$ cat src/rtl/rv_csr_access_ctrl.sv
// CSR access sequencer: arbitrates trap-unit writes and pipeline CSR ops into READ/WRITE/RESP transactions.
// Optional stall counter output o_stall_cnt is built when RV_CSR_ACCESS_STATS_EN is defined.
module rv_csr_access_ctrl #(
    parameter int IDX_W = 12,
    parameter int XLEN  = 32
) (
    input  logic             i_clk,
    input  logic             i_reset,
    input  logic             i_flush,
    input  logic             i_req_valid,
    output logic             o_req_ready,
    input  logic [IDX_W-1:0] i_req_idx,
    input  logic [1:0]       i_req_op,
    input  logic             i_req_sel,
    input  logic [4:0]       i_req_imm,
    input  logic [XLEN-1:0]  i_req_data,
    output logic             o_rsp_valid,
    input  logic             i_rsp_ready,
    output logic [XLEN-1:0]  o_rsp_data,
    output logic             o_rsp_illegal,
    input  logic             i_trap_valid,
    input  logic [IDX_W-1:0] i_trap_idx,
    input  logic [XLEN-1:0]  i_trap_data,
    output logic             o_trap_done,
    output logic [IDX_W-1:0] o_csr_idx,
    output logic             o_csr_re,
    input  logic [XLEN-1:0]  i_csr_rdata,
    output logic             o_csr_we,
    output logic [XLEN-1:0]  o_csr_wdata,
    output logic [1:0]       o_dbg_state
`ifdef RV_CSR_ACCESS_STATS_EN
    ,
    output logic [31:0]      o_stall_cnt
`endif
);
    // Handshakes: a request transfers on a rising edge where valid && ready are both high;
    // o_rsp_valid/data/illegal hold steady until i_rsp_ready (or i_flush) is seen.
    typedef enum logic [1:0] {
        IDLE  = 2'd0,
        READ  = 2'd1,
        WRITE = 2'd2,
        RESP  = 2'd3
    } state_t;

    state_t            state_q;
    logic [IDX_W-1:0]  idx_q;
    logic [1:0]        op_q;
    logic [XLEN-1:0]   src_q;
    logic [XLEN-1:0]   old_q;
    logic              trap_q;
    logic              illegal_q;
    logic              rsp_valid_q;
    logic              rsp_illegal_q;
    logic [XLEN-1:0]   rsp_data_q;
    logic              trap_done_q;
    logic              csr_re_q;
    logic              csr_we_q;
    logic [XLEN-1:0]   csr_wdata_q;

    logic [XLEN-1:0]   wdata_d;
    logic              suppress_d;
    logic              read_only_d;

    // New value is formed from the live read data so it can be registered on the READ->WRITE edge.
    always_comb begin
        wdata_d = i_csr_rdata;
        case (op_q)
            2'b01:   wdata_d = src_q;
            2'b10:   wdata_d = i_csr_rdata | src_q;
            2'b11:   wdata_d = i_csr_rdata & ~src_q;
            default: wdata_d = i_csr_rdata;
        endcase
    end

    assign suppress_d  = (op_q == 2'b00) || (op_q[1] && (src_q == '0));
    assign read_only_d = (idx_q[IDX_W-1 -: 2] == 2'b11);

    always_ff @(posedge i_clk) begin
        if (i_reset) begin
            state_q       <= IDLE;
            idx_q         <= '0;
            op_q          <= 2'b00;
            src_q         <= '0;
            old_q         <= '0;
            trap_q        <= 1'b0;
            illegal_q     <= 1'b0;
            rsp_valid_q   <= 1'b0;
            rsp_illegal_q <= 1'b0;
            rsp_data_q    <= '0;
            trap_done_q   <= 1'b0;
            csr_re_q      <= 1'b0;
            csr_we_q      <= 1'b0;
            csr_wdata_q   <= '0;
        end else begin
            trap_done_q <= 1'b0;
            case (state_q)
                IDLE: begin
                    if (i_trap_valid) begin
                        idx_q       <= i_trap_idx;
                        trap_q      <= 1'b1;
                        csr_we_q    <= 1'b1;
                        csr_wdata_q <= i_trap_data;
                        trap_done_q <= 1'b1;
                        state_q     <= WRITE;
                    end else if (i_req_valid && !i_flush) begin
                        idx_q    <= i_req_idx;
                        op_q     <= i_req_op;
                        src_q    <= i_req_sel ? {{(XLEN-5){1'b0}}, i_req_imm} : i_req_data;
                        trap_q   <= 1'b0;
                        csr_re_q <= 1'b1;
                        state_q  <= READ;
                    end
                end
                READ: begin
                    csr_re_q <= 1'b0;
                    if (i_flush) begin
                        state_q <= IDLE;
                    end else begin
                        old_q     <= i_csr_rdata;
                        illegal_q <= !suppress_d && read_only_d;
                        if (!suppress_d && !read_only_d) begin
                            csr_we_q    <= 1'b1;
                            csr_wdata_q <= wdata_d;
                        end
                        state_q <= WRITE;
                    end
                end
                WRITE: begin
                    // The write is the commit point: a flush here only drops the response.
                    csr_we_q <= 1'b0;
                    if (trap_q || i_flush) begin
                        state_q <= IDLE;
                    end else begin
                        rsp_valid_q   <= 1'b1;
                        rsp_data_q    <= old_q;
                        rsp_illegal_q <= illegal_q;
                        state_q       <= RESP;
                    end
                end
                RESP: begin
                    if (i_flush || i_rsp_ready) begin
                        rsp_valid_q   <= 1'b0;
                        rsp_illegal_q <= 1'b0;
                        state_q       <= IDLE;
                    end
                end
                default: state_q <= IDLE;
            endcase
        end
    end

    // Ready drops combinationally when a trap preempts so a same-cycle pipeline request is not lost.
    assign o_req_ready   = (state_q == IDLE) && !i_trap_valid;
    assign o_rsp_valid   = rsp_valid_q;
    assign o_rsp_data    = rsp_data_q;
    assign o_rsp_illegal = rsp_illegal_q;
    assign o_trap_done   = trap_done_q;
    assign o_csr_idx     = idx_q;
    assign o_csr_re      = csr_re_q;
    assign o_csr_we      = csr_we_q;
    assign o_csr_wdata   = csr_wdata_q;
    assign o_dbg_state   = state_q;

`ifdef RV_CSR_ACCESS_STATS_EN
    logic [31:0] stall_cnt_q;

    always_ff @(posedge i_clk) begin
        if (i_reset) begin
            stall_cnt_q <= '0;
        end else if (i_req_valid && !o_req_ready) begin
            stall_cnt_q <= stall_cnt_q + 32'd1;
        end
    end

    assign o_stall_cnt = stall_cnt_q;
`endif

endmodule

$ cat config.mk
export PLATFORM = sky130hd
export DESIGN_NAME = rv_csr_access_ctrl
export DESIGN_NICKNAME = d
export VERILOG_FILES = /design/src/rtl/rv_csr_access_ctrl.sv
export SDC_FILE = /design/constraint.sdc
export NUM_CORES = 1
export LEC_CHECK = 0
export CAP_MARGIN = 20
export CORE_MARGIN = 2
export CORE_UTILIZATION = 50
export DETAILED_ROUTE_END_ITERATION = 10
export GPL_TIMING_DRIVEN = 0
export PLACE_DENSITY = 0.86
export SYNTH_ARGS = -nofsm -noshare
export SYNTH_HDL_FRONTEND = slang
export SYNTH_SLANG_ARGS = --single-unit
$ cat constraint.sdc
create_clock -name i_clk -period 3.1 [get_ports i_clk]
set_input_delay 0.465 -clock i_clk [delete_from_list [all_inputs] [get_ports i_clk]]
set_output_delay 0.465 -clock i_clk [all_outputs]
set_load 0.02 [all_outputs]
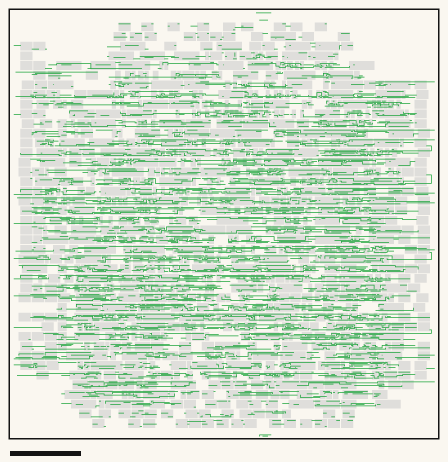
run_1/m1.png
Scale bar: 20 um. Cells faint in the background.
- share of all routed wire: 40%
- wire length on this layer: 8870 um
- nets with wire on the layer: 1046
- main direction: horizontal
- longest straight run: 35.9 um

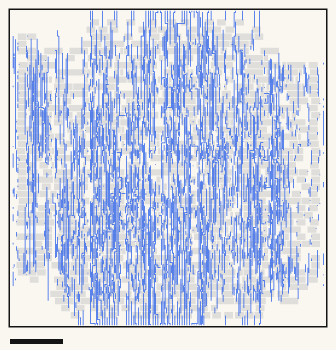
run_1/m2.png
Scale bar: 20 um. Cells faint in the background.
- wire length on this layer: 10400 um
- nets with wire on the layer: 1034
- share of all routed wire: 46%
- longest straight run: 42.8 um
total vias in the final route: 7171
met2 usage: 49.54%
Post-Route WL: 22410 um

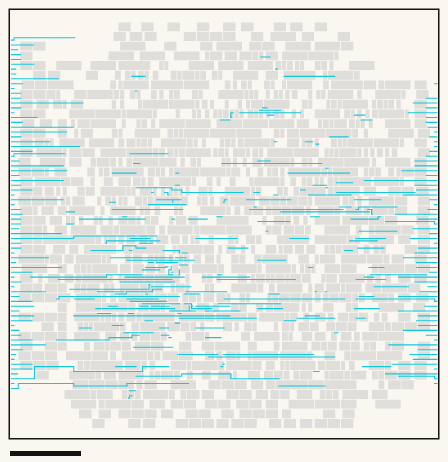
run_1/m3.png
Scale bar: 20 um. Cells faint in the background.
- wire length on this layer: 2260 um
- share of all routed wire: 10%
- longest straight run: 43.9 um
- nets with wire on the layer: 230

==> impl_metrics.ini, run 1 <==
; yosys + openroad results
[final_layout]
bufAreaShareNonClock_pct = 25.58
final_cells = 1241
inv_count = 2
sh_seq_area_pct = 31.24
flop-count = 151
synthToLayoutAreaGrowth_pct = 42.99
largest_class = logic gates
num-multi-input-gates = 588
nNonClkBuffers = 292
final_core_utilization_pct = 73.06
layout.area.comb_um2 = 3413
clk_share_pct = 5.548
nClkBuffers = 21

[synthesis]
ys_sh_mux_pct = 2.663
most_common_cell = a21oi_1
yosys.stat.seqShare_pct = 44.67
synth_warnings = 0
ys.flops = 151
yosysUniqueCellTypes = 34
synthAoiAreaFrac_pct = 26.52
syn-num-nets = 952
avgSynthCellArea_um2 = 8.272
synth_top_flop_cell = dfxtp_1
yosys_area_um2 = 6766

[outcome]
status = completed

[final_timing]
hold_violations = 0
tns_ns = 0
clock-skew-final_ns = 0.007200
grt_setup_unrepaired = false
setup_ws_ns = 0.1357

[setup_path]
r2r_end = src_q[22]
reg2reg_slack_ns = 0.26
crit_cells = 7
cpPeakStageDelay_ns = 0.73
start_kind = primary input
cp_top_family = buffers and inverters
crit_type = in2reg
path_cells = clkdlybuf4s50_1 -> nand2b_1 -> nor4_1 -> clkbuf_1 -> clkbuf_1 -> nand3b_1 -> a21oi_1

[pwr]
clkPwrFrac_pct = 38.7
maxPowerGroup = sequential cells
p_leak_uw = 0.003180
ir_drop_mv = 0.3756
pg_comb_uw = 884
p_int_uw = 3514
p_per_area_nw_per_um2 = 501.7
sequentialPowerShare_pct = 43.1
comb_power_share_pct = 18.2
power_uw = 4854

[grt]
grtUsageMet3_pct = 8.491
grt_max_degree = 17
grt.busiest_layer = met2
antenna_found_initial = 0
grt_usage_pct = 31.02
met1_usage_pct = 39.30

[routing]
via_per_inst = 5.778
wl_met1_um = 8870
wl_per_cell_um = 18.06
dr.pass1.iters = 5
drc = 0
drt-initial-drc-count = 763

[min_path]
holdPathEnd = o_rsp_data[9]
holdPathStages = 2
holdCritPathClass = reg2reg

[clock_network]
cts_tree = built
clk_latency_ns = 0.43
clk_pin_slew_ns = 0.06
cts_setup_buffers = 0
cts_sinks = 151

[place]
place_area_um2 = 9139
place_inst = 1209
dpl.hpwl_um = 17020

[run]
warning_count = 26
drv_cap = 0

[die]
taps = 176
initial_utilization_pct = 51.10
die_w_um = 120.3
==> inputs of run 2 (changes only) <==
--- a/config.mk
+++ b/config.mk
@@ -11,6 +11,7 @@
 export DETAILED_ROUTE_END_ITERATION = 10
 export GPL_TIMING_DRIVEN = 0
 export PLACE_DENSITY = 0.86
+export SLEW_MARGIN = 20
 export SYNTH_ARGS = -nofsm -noshare
 export SYNTH_HDL_FRONTEND = slang
 export SYNTH_SLANG_ARGS = --single-unit
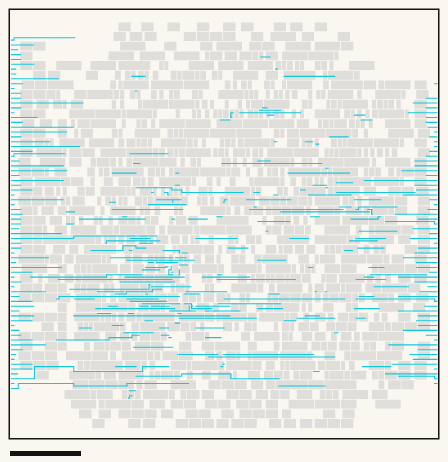
run_2/m3.png
Scale bar: 20 um. Cells faint in the background.
- nets with wire on the layer: 230
- wire length on this layer: 2260 um
- main direction: horizontal
- longest straight run: 43.9 um
GR Util met3: 8.491%

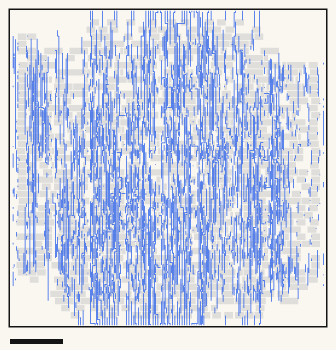
run_2/m2.png
Scale bar: 20 um. Cells faint in the background.
- share of all routed wire: 46%
- main direction: vertical
- nets with wire on the layer: 1034
- wire length on this layer: 10400 um

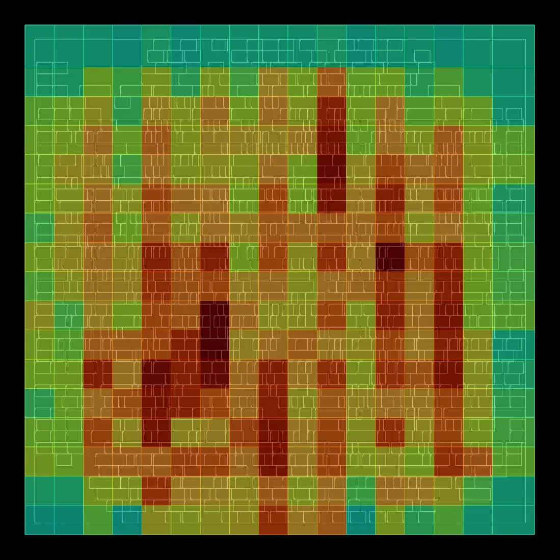
run_2/congestion_map.png
met1 Usage GRT: 39.30%
final core occ: 73.06%

==> impl_metrics.ini, run 2 <==
; yosys + openroad results
[grt]
antenna_found_initial = 0
grtUsageMet2_pct = 49.54
grt.busiest_layer = met2
grt_max_degree = 17
grt_usage_pct = 31.02

[place]
place_area_um2 = 9139
dpl.hpwl_um = 17020
place_inst = 1209

[clock_network]
cts_tree = built
cts_sinks = 151
cts_setup_buffers = 0
clk_pin_slew_ns = 0.06

[final_layout]
num-multi-input-gates = 588
final_cells = 1241
sh_seq_area_pct = 31.24
inv_count = 2
flop-count = 151
synthToLayoutAreaGrowth_pct = 42.99
bufAreaShareNonClock_pct = 25.58
clk_share_pct = 5.548
nNonClkBuffers = 292
nClkBuffers = 21

[routing]
drc = 0
drt-initial-drc-count = 763
via_per_inst = 5.778
wl_per_cell_um = 18.06
wirelength_um = 22410

[outcome]
status = completed

[final_timing]
grt_setup_unrepaired = false
hold_violations = 0
tns_ns = 0

[synthesis]
yosys.stat.seqShare_pct = 44.67
synth_warnings = 0
yosysUniqueCellTypes = 34
synthAoiAreaFrac_pct = 26.52
ys_sh_mux_pct = 2.663
yosys_area_um2 = 6766
ys.flops = 151
synth_top_flop_cell = dfxtp_1

[pwr]
p_int_uw = 3514
p_leak_uw = 0.003180
pg_comb_uw = 884
comb_power_share_pct = 18.2
power_uw = 4854
clkPwrFrac_pct = 38.7
sequentialPowerShare_pct = 43.1
p_per_area_nw_per_um2 = 501.7

[setup_path]
crit_type = in2reg
path_cells = clkdlybuf4s50_1 -> nand2b_1 -> nor4_1 -> clkbuf_1 -> clkbuf_1 -> nand3b_1 -> a21oi_1
start_kind = primary input
crit_cells = 7
cp_top_family = buffers and inverters
cpPeakStageDelay_ns = 0.73
reg2reg_slack_ns = 0.26

[run]
warning_count = 26
drv_cap = 0

[die]
taps = 176
die_w_um = 120.3

[min_path]
holdCritPathClass = reg2reg
holdPathEnd = o_rsp_data[9]
